`src/rtl/cnn_pkg.sv`:
```
// Shared CNN definitions: frame sequencer FSM encoding and layer-1 geometry.
package cnn_pkg;

    typedef enum logic [2:0] {
        ST_IDLE   = 3'd0,
        ST_CLEAR  = 3'd1,
        ST_STREAM = 3'd2,
        ST_DRAIN  = 3'd3,
        ST_DONE   = 3'd4
    } state_t;

    localparam int L1_IMG_W     = 28;
    localparam int L1_IMG_H     = 28;
    localparam int L1_OUT_BEATS = 169;

endpackage

```
`src/rtl/layer1_frame_ctrl_if.sv`:
```
// Frame RAM read port plus the pixel stream and beat return to the layer-1 conv/pool block.
// Handshake: mem_data is valid one cycle after mem_rd; pix_valid/lay_valid are single-cycle
// qualifiers with no backpressure, so every cycle they are high carries exactly one beat.
interface layer1_frame_ctrl_if #(
    parameter int ADDR_W = 10
);
    logic              mem_rd;
    logic [ADDR_W-1:0] mem_addr;
    logic [7:0]        mem_data;
    logic              layer_rst_n;
    logic [7:0]        pix_out;
    logic              pix_valid;
    logic              lay_valid;

    modport master (
        output mem_rd, mem_addr, layer_rst_n, pix_out, pix_valid,
        input  mem_data, lay_valid
    );

    modport slave (
        input  mem_rd, mem_addr, layer_rst_n, pix_out, pix_valid,
        output mem_data, lay_valid
    );
endinterface

```
`src/rtl/frame_addr_gen.sv`:
```
// Raster-order frame RAM address counter with enable, synchronous clear and last-address flag.
module frame_addr_gen #(
    parameter int ADDR_W = 10,
    parameter int N_PIX  = 784
) (
    input  logic              clk,
    input  logic              rst,
    input  logic              clr,
    input  logic              en,
    output logic [ADDR_W-1:0] addr,
    output logic              last
);

    localparam logic [ADDR_W-1:0] LAST_ADDR = ADDR_W'(N_PIX - 1);

    assign last = (addr == LAST_ADDR);

    // Wrapping after the last read leaves the counter at 0 for the next frame.
    always_ff @(posedge clk) begin
        if (rst || clr) begin
            addr <= '0;
        end else if (en) begin
            addr <= last ? '0 : addr + 1'b1;
        end
    end

endmodule

```
`src/rtl/layer1_frame_ctrl.sv`:
```
// Layer-1 frame sequencer: clears the layer, streams one image from frame RAM, counts pooled beats.
// Optional drain watchdog enabled by defining FRAME_TIMEOUT_EN.
module layer1_frame_ctrl
    import cnn_pkg::*;
#(
    parameter int IMG_W     = L1_IMG_W,
    parameter int IMG_H     = L1_IMG_H,
    parameter int ADDR_W    = 10,
    parameter int OUT_BEATS = L1_OUT_BEATS,
    parameter int CLR_CYC   = 2
`ifdef FRAME_TIMEOUT_EN
    ,
    parameter int TMO_CYC   = 255
`endif
) (
    input  logic                 clk,
    input  logic                 rst,
    input  logic                 start,
    input  logic                 hold,
    output logic                 busy,
    output logic                 done,
    output logic                 err,
    output logic [7:0]           out_cnt,
    output state_t               state_dbg,
    layer1_frame_ctrl_if.master  fif
);

    localparam logic [7:0] OUT_BEATS_B = 8'(OUT_BEATS);
    localparam logic [7:0] CLR_LOAD    = 8'(CLR_CYC - 1);

    state_t            state;
    state_t            state_nxt;
    logic              start_acc;
    logic              rd_en;
    logic              mem_rd_i;
    logic              last_addr;
    logic [ADDR_W-1:0] addr;
    logic [7:0]        clr_cnt;
    logic [7:0]        out_cnt_nxt;
    logic              pix_valid_q;
    logic [7:0]        pix_q;
    logic              tmo_hit;

    assign start_acc = (state == ST_IDLE) && start;
    assign rd_en     = (state == ST_STREAM) && !hold;

    frame_addr_gen #(
        .ADDR_W (ADDR_W),
        .N_PIX  (IMG_W * IMG_H)
    ) u_addr_gen (
        .clk  (clk),
        .rst  (rst),
        .clr  (start_acc),
        .en   (rd_en),
        .addr (addr),
        .last (last_addr)
    );

    // State register
    always_ff @(posedge clk) begin
        if (rst) begin
            state <= ST_IDLE;
        end else begin
            state <= state_nxt;
        end
    end

    // Next-state logic; completion looks at the count including this cycle's beat
    always_comb begin
        state_nxt = state;
        case (state)
            ST_IDLE:   if (start) state_nxt = ST_CLEAR;
            ST_CLEAR:  if (clr_cnt == 8'd0) state_nxt = ST_STREAM;
            ST_STREAM: if (rd_en && last_addr) state_nxt = ST_DRAIN;
            ST_DRAIN:  if ((out_cnt_nxt == OUT_BEATS_B) || tmo_hit) state_nxt = ST_DONE;
            ST_DONE:   state_nxt = ST_IDLE;
            default:   state_nxt = ST_IDLE;
        endcase
    end

    // Outputs; the comb strobes are forced inactive while rst is high
    always_comb begin
        busy     = !rst && ((state == ST_CLEAR) || (state == ST_STREAM) || (state == ST_DRAIN));
        done     = !rst && (state == ST_DONE);
        mem_rd_i = !rst && rd_en;
    end

    assign fif.mem_rd      = mem_rd_i;
    assign fif.mem_addr    = addr;
    assign fif.layer_rst_n = !(rst || (state == ST_CLEAR));
    assign state_dbg       = state;

    always_ff @(posedge clk) begin
        if (rst) begin
            clr_cnt <= 8'd0;
        end else if (start_acc) begin
            clr_cnt <= CLR_LOAD;
        end else if ((state == ST_CLEAR) && (clr_cnt != 8'd0)) begin
            clr_cnt <= clr_cnt - 8'd1;
        end
    end

    always_comb begin
        out_cnt_nxt = out_cnt;
        if (start_acc) begin
            out_cnt_nxt = 8'd0;
        end else if (fif.lay_valid && ((state == ST_STREAM) || (state == ST_DRAIN))
                     && (out_cnt != 8'hff)) begin
            out_cnt_nxt = out_cnt + 8'd1;
        end
    end

    always_ff @(posedge clk) begin
        if (rst) begin
            out_cnt <= 8'd0;
        end else begin
            out_cnt <= out_cnt_nxt;
        end
    end

    // RAM data lands in the pix_valid cycle, so it is forwarded then and held afterwards.
    always_ff @(posedge clk) begin
        if (rst) begin
            pix_valid_q <= 1'b0;
            pix_q       <= 8'd0;
        end else begin
            pix_valid_q <= mem_rd_i;
            if (pix_valid_q) pix_q <= fif.mem_data;
        end
    end

    assign fif.pix_valid = pix_valid_q;
    assign fif.pix_out   = pix_valid_q ? fif.mem_data : pix_q;

`ifdef FRAME_TIMEOUT_EN
    localparam logic [7:0] TMO_LAST = 8'(TMO_CYC - 1);

    logic [7:0] tmo_cnt;
    logic       err_q;

    assign tmo_hit = (state == ST_DRAIN) && !fif.lay_valid && (tmo_cnt == TMO_LAST)
                     && (out_cnt_nxt != OUT_BEATS_B);

    // Counts consecutive beat-less DRAIN cycles
    always_ff @(posedge clk) begin
        if (rst) begin
            tmo_cnt <= 8'd0;
            err_q   <= 1'b0;
        end else begin
            if ((state != ST_DRAIN) || fif.lay_valid) tmo_cnt <= 8'd0;
            else                                      tmo_cnt <= tmo_cnt + 8'd1;
            if (start_acc)    err_q <= 1'b0;
            else if (tmo_hit) err_q <= 1'b1;
        end
    end

    assign err = err_q;
`else
    assign tmo_hit = 1'b0;
    assign err     = 1'b0;
`endif

endmodule

```
`src/flat_wrapper.sv`:
```
// flat-port wrapper written by rule: the top's interface ports become plain ports
module layer1_frame_ctrl_flat import cnn_pkg::*;
#(
    parameter int IMG_W     = L1_IMG_W,
    parameter int IMG_H     = L1_IMG_H,
    parameter int ADDR_W    = 10,
    parameter int OUT_BEATS = L1_OUT_BEATS,
    parameter int CLR_CYC   = 2

)
  (clk, rst, start, hold, busy, done, err, out_cnt, state_dbg, fif_mem_rd, fif_mem_addr, fif_layer_rst_n, fif_pix_out, fif_pix_valid, fif_mem_data, fif_lay_valid);
  layer1_frame_ctrl_if #(.ADDR_W(ADDR_W)) fif_i ();
  input  logic clk;
  input  logic rst;
  input  logic start;
  input  logic hold;
  output logic busy;
  output logic done;
  output logic err;
  output logic [7:0] out_cnt;
  output state_t state_dbg;
  output wire logic [$bits(fif_i.mem_rd)-1:0] fif_mem_rd;
  output wire logic [$bits(fif_i.mem_addr)-1:0] fif_mem_addr;
  output wire logic [$bits(fif_i.layer_rst_n)-1:0] fif_layer_rst_n;
  output wire logic [$bits(fif_i.pix_out)-1:0] fif_pix_out;
  output wire logic [$bits(fif_i.pix_valid)-1:0] fif_pix_valid;
  input wire logic [$bits(fif_i.mem_data)-1:0] fif_mem_data;
  input wire logic [$bits(fif_i.lay_valid)-1:0] fif_lay_valid;
  assign fif_mem_rd = fif_i.mem_rd;
  assign fif_mem_addr = fif_i.mem_addr;
  assign fif_layer_rst_n = fif_i.layer_rst_n;
  assign fif_pix_out = fif_i.pix_out;
  assign fif_pix_valid = fif_i.pix_valid;
  assign fif_i.mem_data = fif_mem_data;
  assign fif_i.lay_valid = fif_lay_valid;
  layer1_frame_ctrl #(.IMG_W(IMG_W), .IMG_H(IMG_H), .ADDR_W(ADDR_W), .OUT_BEATS(OUT_BEATS), .CLR_CYC(CLR_CYC)) u_core (.clk(clk), .rst(rst), .start(start), .hold(hold), .busy(busy), .done(done), .err(err), .out_cnt(out_cnt), .state_dbg(state_dbg), .fif(fif_i));
endmodule
```
`config.mk`:
```
export PLATFORM = sky130hd
export DESIGN_NAME = layer1_frame_ctrl_flat
export DESIGN_NICKNAME = d
export VERILOG_FILES = /design/src/rtl/cnn_pkg.sv /design/src/rtl/layer1_frame_ctrl_if.sv /design/src/rtl/frame_addr_gen.sv /design/src/rtl/layer1_frame_ctrl.sv /design/src/flat_wrapper.sv
export SDC_FILE = /design/constraint.sdc
export NUM_CORES = 1
export LEC_CHECK = 0
export CORE_UTILIZATION = 30
export CTS_CLUSTER_DIAMETER = 200
export DETAILED_ROUTE_END_ITERATION = 8
export SYNTH_ARGS = -nofsm -noshare
export SYNTH_HDL_FRONTEND = slang
export SYNTH_SLANG_ARGS = --single-unit
```
`constraint.sdc`:
```
create_clock -name clk -period 2.4 [get_ports clk]
set_input_delay 0.48 -clock clk [delete_from_list [all_inputs] [get_ports clk]]
set_output_delay 0.48 -clock clk [all_outputs]
set_load 0.02 [all_outputs]
```
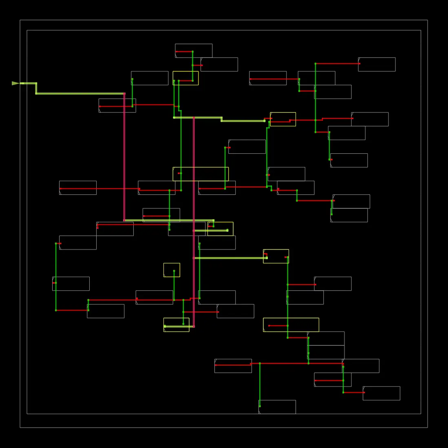
Fig. 1. Clock routing (run 1).
clk ins delay skew pair: 0.30 ns
clk_buf instances: 5

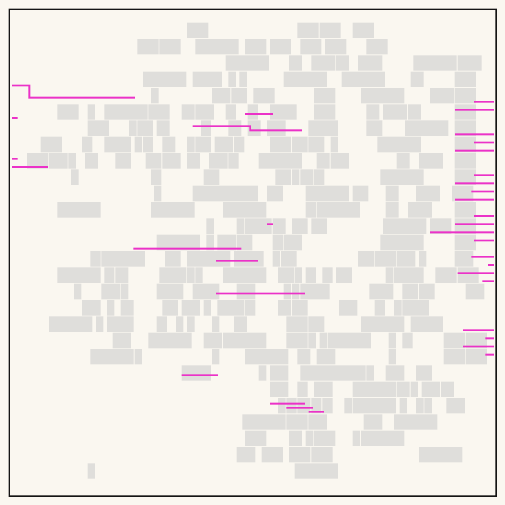
Fig. 2. Signal wires on met3 (run 1).
Drawn at 6 px/µm. Cells faint in the background.
nets with wire on the layer: 30
main direction: horizontal
wire length on this layer: 199 µm

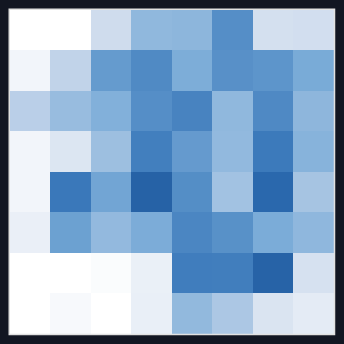
Fig. 3. Cell density map (run 1).
Drawn at 4 px/µm. The die is cut into 8 by 8 equal tiles; white is low, dark blue is high, 0 to 100% covered.
fullest tile: 80%
mean over tiles: 39%
tiles over 75% full: 4.7%
densest ninth of the die: center
nearly empty tiles: 9.4%

[run 1: power by group through the flow]
stage	logic (µW)	registers [µW]	clock network, µW
after floorplan	346	749	0
after global placement	535	744	0
after detailed placement	540	746	0
after CTS	541	731	680
after global routing	593	739	713
final	533	730	661
[run 1: worst paths after layout]
check,from,to,slack [ns],cells after the start
setup / recovery,hold,fif_mem_rd,0.1,4
hold / removal,u_core.clr_cnt[2],u_core.clr_cnt[2],0.50,2
setup reg to reg,u_core.out_cnt[1],u_core.state_dbg[0],0.19,6
hold reg to reg,u_core.clr_cnt[2],u_core.clr_cnt[2],0.50,2
[run 1: final cells by class]
| class | instances | area [µm²] | area share (%) |
|---|---|---|---|
| clock buffer | 5 | 68.82 | 2.624 |
| timing repair buffer | 61 | 571.8 | 21.80 |
| multi-input combinational | 155 | 1040 | 39.65 |
| clock inverter | 3 | 68.82 | 2.624 |
| inverter | 5 | 18.77 | 0.7156 |
| tap | 75 | 93.84 | 3.578 |
| sequential | 38 | 760.7 | 29.01 |
[run 1: worst max-delay path, stage by stage]
cell	delay [ns]
clkdlybuf4s50_1	0.43
or4b_4	0.49
nor2_1	0.10
dlygate4sd2_1	0.33
[run 1: per-stage QoR]
stage | std cells | worst slack (ns)
floorplan | 208 | 0.3019
global placement | 334 | -0.1674
detailed placement | 334 | -0.2006
CTS | 342 | 0.008618
global route | 342 | 0.02647
finish | 342 | 0.09526
[run 1: what timing repair did]
| action | in CTS | in global routing |
|---|---|---|
| setup endpoints to repair | 3 | 1 |
| buffers inserted | 0 | 0 |
| gates resized | 3 | 1 |
[run 1: metal layers]
| metal | vias up | routed length (µm) |
|---|---|---|
| met5 | - | 0 |
| met4 | 0 | 85 |
| met3 | 8 | 199 |
| met2 | 39 | 1981 |
| met1 | 800 | 2052 |
| li1 | 839 | - |
==> impl_metrics.toml, run 1 <==
# physical design summary
[critical_path]
end_kind = "primary output"
crit_type = "primary input to primary output"
crit_path_start_kind = "primary input"
worstPathArrival_ns = 1.82
timing.critical_path.required_ns = 1.92

[drt]
starting_drc_count_in_detailed_routing = 63
detail_route.vias_per_cell = 4.930
remaining_drc_errors = 0
wire_per_inst_um = 12.62

[worst_hold_path]
min_path_type = "flip-flop to flip-flop"

[sta]
setup_viol = 0
grt_setup_unrepaired = "no"
worstMarginPinSlew_ns = 0.6085
final_max_slew_viol_count = 0
totalNegativeSetupSlack_ns = 0
report.final.hold_viol_count = 0
whs_ns = 0.5034
finalClockSkew_ns = 0.009070
final.period_utilization_pct = 96.03
slew_headroom_pct = 59.06
maximum_achievable_frequency_ghz = 0.4339

[layout]
final_net_count = 283
fin_util_pct = 44.03
postLayoutCellArea_um2 = 2623
antennaDiodeCount = 0
max_flop_register = "u_core.u_addr_gen.addr"
area_growth_syn_to_layout_pct = 40.39
filler_cell_count = 621
layout_top_cell = "clkdlybuf4s50_1"

[global_route]
grt-ovfl-total = 0
grt.met1_usage_pct = 17.79
global_route_usage_over_all_layers_pct = 14.10
wire_length_of_the_first_global_routing_pass_mm = 7.058
largest_net_degree_at_the_start_of_global_routing = 15
top_usage_layer = "met2"
antenna_found_initial = 0

[floorplanning]
io_pins = 48
floorplan.initialDensity_pct = 31.37
die-width_um = 80.91
std_cell_rows = 28
std_cell_core_area_um2 = 5956
dieArea_um2 = 6546
die_h_um = 80.91

[power_and_ir_drop]
power.switching_uw = 575.5
fin_total_pwr_uw = 1924
comb_power_share_pct = 27.7
p_leak_uw = 0.0009958
p_int_uw = 1348
power.share.sequential_pct = 37.9

[synthesis]
yosys.stat.chipArea_um2 = 1868
yosysMostFrequentCell = "dfxtp_1"
yosysWarningCount = 0
number_of_cells_in_yosys_stat = 208
synth.cellmix.xorXnorShare_pct = 7.502
logic_family = "simple AND/OR/NAND/NOR gates"
largest_area_cell = "dfxtp_1"
ys_seq_share_pct = 40.72
synth.cell_area_um2 = 1868
yosys.area_share.simple_pct = 28.06
post_synth_num_cell_types = 44
yosys-mux-area-fraction_pct = 5.894
yosys.area_share.adder_pct = 2.679
ys_dominant_reg_cell = "dfxtp_1"
syn-num-nets = 225
yosys-top-cells-count = "dfxtp_1, nor2_1, nor2b_1, nand2_1, xor2_1"
synth.ff_latch_count = 38

[clocking]
cts.sinks = 38
tritoncts.num_buffers = 5
postCtsHoldBufs = 0
clk_transition_reported_paths_ns = 0.07
clk_path_buf_depth = 2

[flow_run]
timing.max_cap.violations = 0
stage_log_warnings = 27

[placement]
place_area_um2 = 2486
hpwlAfterDp_mm = 3.196
io_buffer_count = 46

[outcome]
run_status = "complete, no violations"
Fig. 4: run 1, clock wires, drivers and flops
Drawn at 4 px/µm.
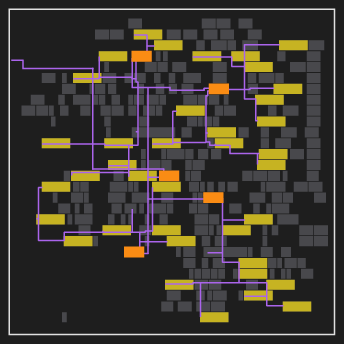

==> run 2: changes to the inputs <==
Settings changed: ABC_CLOCK_PERIOD_IN_PS set to 2400, CAP_MARGIN set to 20, GPL_TIMING_DRIVEN set to 0.
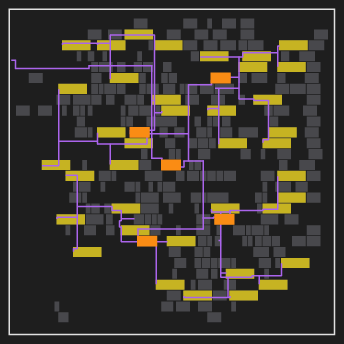
Fig. 5. Clock wires, drivers and flops (run 2).
Drawn at 4 px/µm.
[yellow] flip-flops | count: 38
[purple] clock wires | length: 513 µm
[orange] cells driving clock nets | count: 5
flops lie: all over the die
Final Skew: 0.006666 ns
clock network power: 460 µW

==> run 2 against run 1 <==
  * Flip-flop count unchanged
  * Count of clock-buffer cells in the layout increased by 1
  * Die size unchanged
  * Fmax decreased by 1.9%
  * Hold slack got worse by 0.0052 ns
  * Via count decreased by 2.0%
  * Critical endpoint unchanged
  * Largest cell class unchanged
==> impl_metrics.toml, run 2 <==
# physical design summary
[sta]
slew_headroom_pct = 58.29
final_max_slew_viol_count = 0
grt_setup_unrepaired = "no"
final.period_utilization_pct = 97.92
report.final.hold_viol_count = 0
worst_slack_ns = 0.04998
worstMarginPinSlew_ns = 0.6199

[synthesis]
yosys.stat.chipArea_um2 = 1868
synth.cell_area_um2 = 1868
ys_dominant_reg_cell = "dfxtp_1"
ys_seq_share_pct = 40.72
yosysWarningCount = 0
yosys-top-cells-count = "dfxtp_1, nor2_1, nor2b_1, nand2_1, xor2_1"
syn-num-nets = 225
largest_area_cell = "dfxtp_1"
post_synth_num_cell_types = 44
yosysMostFrequentCell = "dfxtp_1"
number_of_cells_in_yosys_stat = 208

[outcome]
run_status = "complete, no violations"

[power_and_ir_drop]
fin_total_pwr_uw = 1694
comb_power_share_pct = 29.8
power.switching_uw = 553.9
p_leak_uw = 0.0009261
power.share.sequential_pct = 43.0
p_int_uw = 1140

[critical_path]
critical_path.reg2reg.startpoint = "u_core.out_cnt[0]"
end_kind = "primary output"
path_delay_family = "buffers and inverters"
reg2reg_depth = 6
worstPathArrival_ns = 1.87
critical-path-slowest-cell = "or4b_4"
cp_num_cells = 4

[global_route]
grt-ovfl-total = 0
antenna_found_initial = 0
wire_length_of_the_first_global_routing_pass_mm = 6.969
global_route_usage_over_all_layers_pct = 13.86

[layout]
postLayoutCellArea_um2 = 2512
post_layout_nonfiller_instances = 335
final_net_count = 276
area_growth_syn_to_layout_pct = 34.49
antennaDiodeCount = 0

[floorplanning]
std_cell_core_area_um2 = 5956
dieArea_um2 = 6546
std_cell_rows = 28
io_pins = 48

[clocking]
post_cts.repair.setup_buffers = 0
tritoncts.num_buffers = 5
worstSkewPairLatency_ns = 0.29

[drt]
starting_drc_count_in_detailed_routing = 109
wire_per_inst_um = 12.33
remaining_drc_errors = 0

[worst_hold_path]
min_path_type = "flip-flop to flip-flop"
timing.hold.worst_path_depth = 2

[placement]
io_buffer_count = 45
hpwlAfterDp_mm = 3.078

[flow_run]
stage_log_warnings = 27
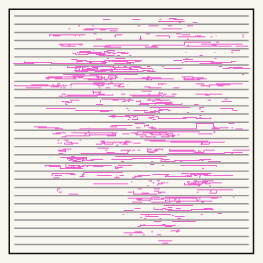
Fig. 6. M1 wires (run 2).
Drawn at 3 px/µm. Supply wires on this layer in gray.
longest straight run: 20.7 µm
nets with wire on the layer: 239
detailed-route wire length: 4.131 mm
GR met1 Demand/Resource: 17.52%
detailed-route via count: 1652

[run 2: cell type report]
cell class                 count  area (µm²)
clock buffer                   6       82.58
inverter                       5       18.77
sequential                    38       760.7
clock inverter                 2       12.51
tap                           75       93.84
fill                         634        3443
buffer                         9       46.29
multi-input combinational    155        1049
timing repair buffer          45       449.2
[run 2: per-layer routing]
layer / vias to the layer above / track usage (%) / wire, µm
li1: 829 / - / -
met5: - / 0 / 0
met1: 773 / 17.52 / 1924
met3: 8 / 4.494 / 257
met4: 0 / 5.357 / 59
met2: 42 / 21.76 / 1890
[run 2: repair_timing]
item                                    CTS  global route
endpoints found under the setup margin   11             3
gates resized                             6             1
pin swaps                                 0             1
[run 2: power by group through the flow]
stage / Combinational [µW] / Clock (µW) / Sequential, µW
after floorplan: 346 / 0 / 749
after global placement: 511 / 0 / 738
after detailed placement: 514 / 0 / 741
after CTS: 510 / 482 / 729
after global routing: 565 / 512 / 737
final: 506 / 460 / 729
[run 2: path summary, 6_finish.rpt]
check	end	slack, ns
min	u_core.clr_cnt[2]	0.50
max	fif_mem_rd	0.05
min reg2reg	u_core.clr_cnt[2]	0.50
max reg2reg	u_core.state_dbg[0]	0.19
[run 2: kinds of logic after synthesis]
group / count (synthesis) / share of synthesized area, %
other cells: 1 / 0.2007
mux: 10 / 5.894
fa+ha+maj: 4 / 2.679
simple gates: 94 / 28.06
flops: 38 / 40.72
xor+xnor: 16 / 7.501
buf+inv: 15 / 3.617
compound gates: 30 / 11.32
[run 2: worst register-to-register path: cells and delay by family, from the launching register on]
| family | cells | cell delay [ns] |
|---|---|---|
| AND-OR/OR-AND | 3 | 0.90 |
| adder cells (fa/ha/maj) | 1 | 0.26 |
| buffers and inverters | 1 | 0.08 |
| flip-flops | 1 | 0.50 |
| AND/OR/NAND/NOR | 1 | 0.37 |
==> run 3: changes to the inputs <==
Settings changed: SLEW_MARGIN set to 20.
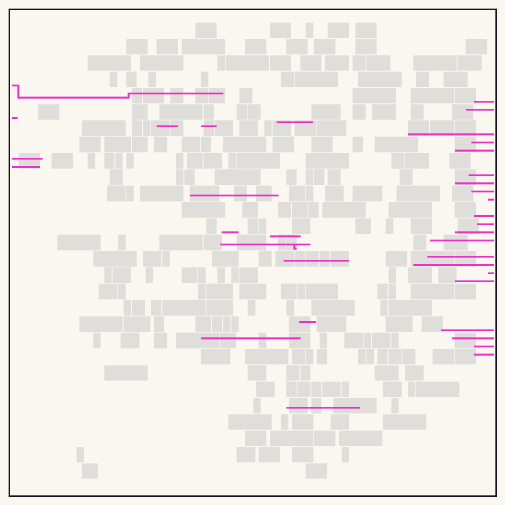
Fig. 7. Signal wires on met3 (run 3).
Drawn at 6 px/µm. Cells faint in the background.
wire length on this layer: 257 µm
main direction: horizontal

==> run 3 against run 2 <==
  * Clock power hardly changed
  * Worst setup slack unchanged
  * Via count did not move
  * Flip-flop count unchanged
  * Routed wire length unchanged
  * Fmax unchanged
  * Total power unchanged
  * First-iteration DRC count unchanged
  * Area after synthesis stayed put
==> impl_metrics.toml, run 3 <==
# physical design summary
[worst_hold_path]
min-delay-start = "u_core.clr_cnt[2]"
timing.hold.worst_path_depth = 2
min_delay_worst_endpoint = "u_core.clr_cnt[2]"
min_path_type = "flip-flop to flip-flop"

[global_route]
global_route_usage_over_all_layers_pct = 13.86
wire_length_of_the_first_global_routing_pass_mm = 6.969
largest_net_degree_at_the_start_of_global_routing = 13
vias_in_the_first_global_route = 1547
grt-ovfl-total = 0

[sta]
final_max_slew_viol_count = 0
grt_setup_unrepaired = "no"
finalClockSkew_ns = 0.006666
worstMarginPinSlew_ns = 0.6199
final.period_utilization_pct = 97.92
maximum_achievable_frequency_ghz = 0.4255
slew_headroom_pct = 58.29
report.final.hold_viol_count = 0
setup_viol = 0

[critical_path]
setup.reg_to_reg.worst_slack_ns = 0.19
critical_path.n_buffers_inverters = 2
worst_setup_path_startpoint = "hold"
path_delay_family = "buffers and inverters"
timing.critical_path.slowest_cell_delay_ns = 0.55
setup.worst_path.end = "fif_mem_rd"
critical-path-slowest-cell = "or4b_4"
cp_num_cells = 4
timing.critical_path.required_ns = 1.92
worstPathArrival_ns = 1.87
end_kind = "primary output"
crit_chain = "clkdlybuf4s50_1, or4b_4, nor2_1, clkdlybuf4s15_2"
critical_path.reg2reg.startpoint = "u_core.out_cnt[0]"
crit_type = "primary input to primary output"
crit_path_start_kind = "primary input"
timing.rr.end = "u_core.state_dbg[0]"
reg2reg_depth = 6

[floorplanning]
die-width_um = 80.91
io_pins = 48
floorplan.initialDensity_pct = 31.37
die_h_um = 80.91
dieArea_um2 = 6546

[synthesis]
yosysMostFrequentCell = "dfxtp_1"
synth.cell_area_um2 = 1868
number_of_cells_in_yosys_stat = 208
yosysWarningCount = 0
synth.ff_latch_count = 38
yosys-top-cells-count = "dfxtp_1, nor2_1, nor2b_1, nand2_1, xor2_1"
ys_dominant_reg_cell = "dfxtp_1"
synth_async_sr_flop_share_pct = 0
syn-num-nets = 225
post_synth_num_cell_types = 44
largest_area_cell = "dfxtp_1"
yosys.stat.chipArea_um2 = 1868

[flow_run]
stage_log_warnings = 27
timing.max_cap.violations = 0

[placement]
io_buffer_count = 45
dp_cells = 328
hpwlAfterDp_mm = 3.078

[drt]
remaining_drc_errors = 0
detailroute.via_count = 1652
wl_mm = 4.131
starting_drc_count_in_detailed_routing = 109
wire_per_inst_um = 12.33
detail_route.vias_per_cell = 4.931

[layout]
area_growth_syn_to_layout_pct = 34.49
post_layout_nonfiller_instances = 335
antennaDiodeCount = 0
fin_util_pct = 42.18
filler_cell_count = 634
final_net_count = 276
layout.area.seq_um2 = 760.7
layout_top_cell = "clkdlybuf4s50_1"
mi_logic_area_um2 = 1049
max_flop_register = "u_core.u_addr_gen.addr"

[power_and_ir_drop]
p_leak_uw = 0.0009261

[clocking]
tritoncts = "done"
clk_path_buf_depth = 2
clk_transition_reported_paths_ns = 0.07
cts.sinks = 38
tritoncts.num_buffers = 5
worstSkewPairLatency_ns = 0.29
post_cts.repair.setup_buffers = 0
postCtsHoldBufs = 0

[outcome]
run_status = "complete, no violations"
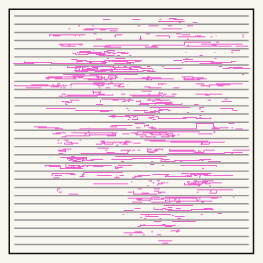
Fig. 8. M1 wires (run 3).
Drawn at 3 px/µm. Supply wires on this layer in gray.
wire length on this layer: 1920 µm
longest straight run: 20.7 µm
main direction: horizontal
share of all routed wire: 47%
nets with wire on the layer: 239

[run 3: cell counts after synthesis]
Identical to the previous run, type by type.
[run 3: worst reg2reg max path, cell delays in order (launching register included)]
cell and delay [ns]:
dfxtp_1 0.50, ha_1 0.26, inv_1 0.08, o31ai_1 0.54, a31oi_1 0.25, nor4_4 0.37
a21oi_1 0.11
[run 3: stage by stage]
stage	power (µW)	setup WS, ns	hold slack [ns]	area, µm²
CTS	1721	0.01596	0.5051	2504
finish	1694	0.04998	0.4982	2512
floorplan	1095	0.3019	0.4670	1868
global placement	1250	-0.3062	0.4876	2412
detailed placement	1255	-0.3067	0.4962	2412
global route	1814	0.003002	0.5397	2512
[run 3: final cells by class]
cell class,count,share of cell area (%)
Buffer,9,1.843
Clock inverter,2,0.4980
Sequential cell,38,30.28
Clock buffer,6,3.287
Multi-Input combinational cell,155,41.73
Inverter,5,0.7470
Timing Repair Buffer,45,17.88
Tap cell,75,3.735
[run 3: cell families after synthesis]
| group | Yosys count | share of synthesized area (%) |
|---|---|---|
| flip-flops | 38 | 40.72 |
| adder cells (fa/ha/maj) | 4 | 2.679 |
| AND-OR/OR-AND | 30 | 11.32 |
| buffers and inverters | 15 | 3.617 |
| XOR/XNOR | 16 | 7.501 |
| multiplexers | 10 | 5.894 |
| other | 1 | 0.2007 |
| AND/OR/NAND/NOR | 94 | 28.06 |
[run 3: routing by layer]
layer	global-route usage [%]	vias up	wire length, µm
met5	0	-	0
met4	5.357	0	59
met3	4.494	8	257
met2	21.76	42	1890
met1	17.52	773	1924
li1	-	829	-
[run 3: where the power goes]
| part | switching, µW | internal, µW |
|---|---|---|
| logic | 274 | 231 |
| registers | 50.6 | 678 |
| clock network | 229 | 231 |
[run 3: timing repair]
action | in CTS | in global routing
pin swaps | 0 | 1
resized | 6 | 1
setup endpoints to repair | 11 | 3
Power figures rest on the tool's default switching activity, not on a simulated workload.
